### config.mk
export PLATFORM = sky130hd
export DESIGN_NAME = regfile_writeback_queue
export DESIGN_NICKNAME = d
export VERILOG_FILES = /design/src/rtl/regfile_writeback_queue.sv
export SDC_FILE = /design/constraint.sdc
export NUM_CORES = 1
export LEC_CHECK = 0
export ABC_CLOCK_PERIOD_IN_PS = 2200
export CORE_MARGIN = 4
export CORE_UTILIZATION = 46
export CTS_CLUSTER_SIZE = 20
export DETAILED_ROUTE_END_ITERATION = 6
export GPL_ROUTABILITY_DRIVEN = 0
export PLACE_DENSITY = 0.74
export SYNTH_ARGS = -nofsm -noshare
export SYNTH_HDL_FRONTEND = slang
export SYNTH_SLANG_ARGS = --single-unit
### constraint.sdc
create_clock -name clk -period 2.2 [get_ports clk]
set_input_delay 0.44 -clock clk [delete_from_list [all_inputs] [get_ports clk]]
set_output_delay 0.44 -clock clk [all_outputs]
set_load 0.01 [all_outputs]
### src/rtl/regfile_writeback_queue.sv
// Merges the in-order pipeline writeback and a buffered long-latency result stream
// onto the single register-file write port, and tracks outstanding destinations.
module regfile_writeback_queue #(
    parameter int DEPTH  = 4,
    parameter int WORD_W = 32
) (
    input  logic              clk,
    input  logic              nrst,
    input  logic              pipe_wen,
    input  logic [4:0]        pipe_wsel,
    input  logic [WORD_W-1:0] pipe_wdat,
    input  logic              lu_issue,
    input  logic [4:0]        lu_issue_sel,
    input  logic              lu_valid,
    output logic              lu_ready,
    input  logic [4:0]        lu_sel,
    input  logic [WORD_W-1:0] lu_dat,
    output logic              rf_wen,
    output logic [4:0]        rf_wsel,
    output logic [WORD_W-1:0] rf_wdat,
    output logic [31:0]       busy_mask,
    output logic              full
);
    localparam int PW = $clog2(DEPTH);
    localparam int CW = PW + 1;

    logic [4:0]        sel_mem_q [DEPTH];
    logic [WORD_W-1:0] dat_mem_q [DEPTH];
    logic [PW-1:0]     rd_ptr_q, rd_ptr_d;
    logic [PW-1:0]     wr_ptr_q, wr_ptr_d;
    logic [CW-1:0]     count_q, count_d;
    logic [31:1]       busy_q, busy_d;

    logic              empty;
    logic              pipe_act;
    logic              push;
    logic              pop;
    logic [4:0]        head_sel;
    logic [WORD_W-1:0] head_dat;

    assign empty     = (count_q == '0);
    assign full      = (count_q == CW'(DEPTH));
    assign lu_ready  = !full;
    assign head_sel  = sel_mem_q[rd_ptr_q];
    assign head_dat  = dat_mem_q[rd_ptr_q];
    // A pipeline write to x0 is not a real write, so it must not block the drain.
    assign pipe_act  = pipe_wen && (pipe_wsel != 5'd0);
    assign pop       = !pipe_act && !empty;
    // Results for x0 complete the handshake but are never stored.
    assign push      = lu_valid && lu_ready && (lu_sel != 5'd0);
    assign busy_mask = {busy_q, 1'b0};

    always_comb begin
        rf_wen  = 1'b0;
        rf_wsel = 5'd0;
        rf_wdat = '0;
        if (pipe_act) begin
            rf_wen  = 1'b1;
            rf_wsel = pipe_wsel;
            rf_wdat = pipe_wdat;
        end else if (!empty) begin
            rf_wen  = 1'b1;
            rf_wsel = head_sel;
            rf_wdat = head_dat;
        end
    end

    always_comb begin
        rd_ptr_d = rd_ptr_q;
        wr_ptr_d = wr_ptr_q;
        count_d  = count_q;
        if (push) wr_ptr_d = wr_ptr_q + 1'b1;
        if (pop)  rd_ptr_d = rd_ptr_q + 1'b1;
        case ({push, pop})
            2'b10:   count_d = count_q + 1'b1;
            2'b01:   count_d = count_q - 1'b1;
            default: count_d = count_q;
        endcase
    end

    // A re-issue landing on the same edge as the pop of that register keeps it busy.
    generate
        for (genvar gi = 1; gi < 32; gi++) begin : g_busy
            assign busy_d[gi] = (lu_issue && (lu_issue_sel == 5'(gi)))
                              || (busy_q[gi] && !(pop && (head_sel == 5'(gi))));
        end
    endgenerate

    always_ff @(posedge clk or negedge nrst) begin
        if (!nrst) begin
            rd_ptr_q <= '0;
            wr_ptr_q <= '0;
            count_q  <= '0;
            busy_q   <= '0;
        end else begin
            rd_ptr_q <= rd_ptr_d;
            wr_ptr_q <= wr_ptr_d;
            count_q  <= count_d;
            busy_q   <= busy_d;
        end
    end

    always_ff @(posedge clk) begin
        if (push) begin
            sel_mem_q[wr_ptr_q] <= lu_sel;
            dat_mem_q[wr_ptr_q] <= lu_dat;
        end
    end
endmodule

==> reports/qor.csv <==
stage;metric;value;unit
floorplanning;core area;16000;um2
yosys;Avg Cell Area, Syn;17.88;um2
setup_path;most used cell, CP;buf_12;
floorplanning;io pins;156;
finish;Clock-cell share;4.742;%
grt;grt met2 use;34.65;%
pwr;Clock Power Share;19.4;%
pwr;total internal power;9.489;mW
pwr;clock network power;2.73;mW
finish;Gate Area;2372;um2
run_status;outcome;finished, violations left;
detailed_routing;drt drc;0;
finish;NonClk Buf Share;21.42;%
yosys;Simple Share, Synth;3.764;%
detailed_routing;vias per cell;5.717;
yosys;ys flop type;edfxtp_1;
job;tool warnings;32;
grt;GRT busiest layer;met2;
pwr;switching power;4.593;mW
floorplanning;Initial Util;47.37;%
finish;logic share of the area;21.72;%
setup_path;worst r2r dst;busy_q[16];
finish;max reg flops;128;
sta;setup ws final;-0.3344;ns
placed_design;placed insts;803;
yosys;largest non-sequential cell family by area;multiplexers;
finish;Cell Count, Final, Fillers Out;881;
run_status;failing checks;negative setup slack;
yosys;Synth Net Count;514;
grt;pin count of the biggest net entering global routing;39;
finish;inverters;7;
finish;share of layout cells above drive strength 1;36.39;%
finish;Area Overhead vs Synth;44.12;%
clock_tree;Num CTS Buffers;17;
floorplanning;die width;136.4;um
grt;Remaining Overflow, GRT;0;
sta;final worst path period share;115.2;%
finish;CLK BUF;19;
finish;registers;186;
sta;final setup fails;67;
grt;first-pass GRT wire length;28310;um
pwr;Net Sw Frac;32.62;%
Figure 1. Met4 routing.
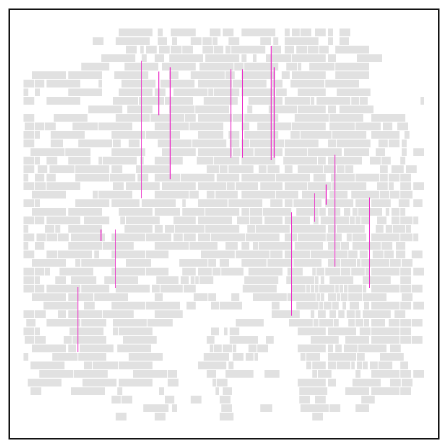
- wire length on this layer: 367 um
- main direction: vertical
- nets with wire on the layer: 12
- share of all routed wire: 1.9%
- longest straight run: 43.5 um

Figure 2. Routing congestion.
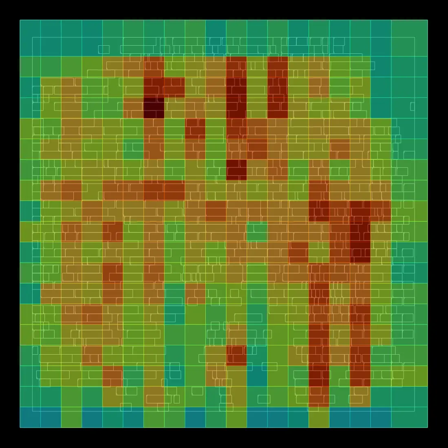
GR met1 Demand/Resource: 26.08%
GRT met3 Usage: 5.033%

Power figures rest on the tool's default switching activity, not on a simulated workload.
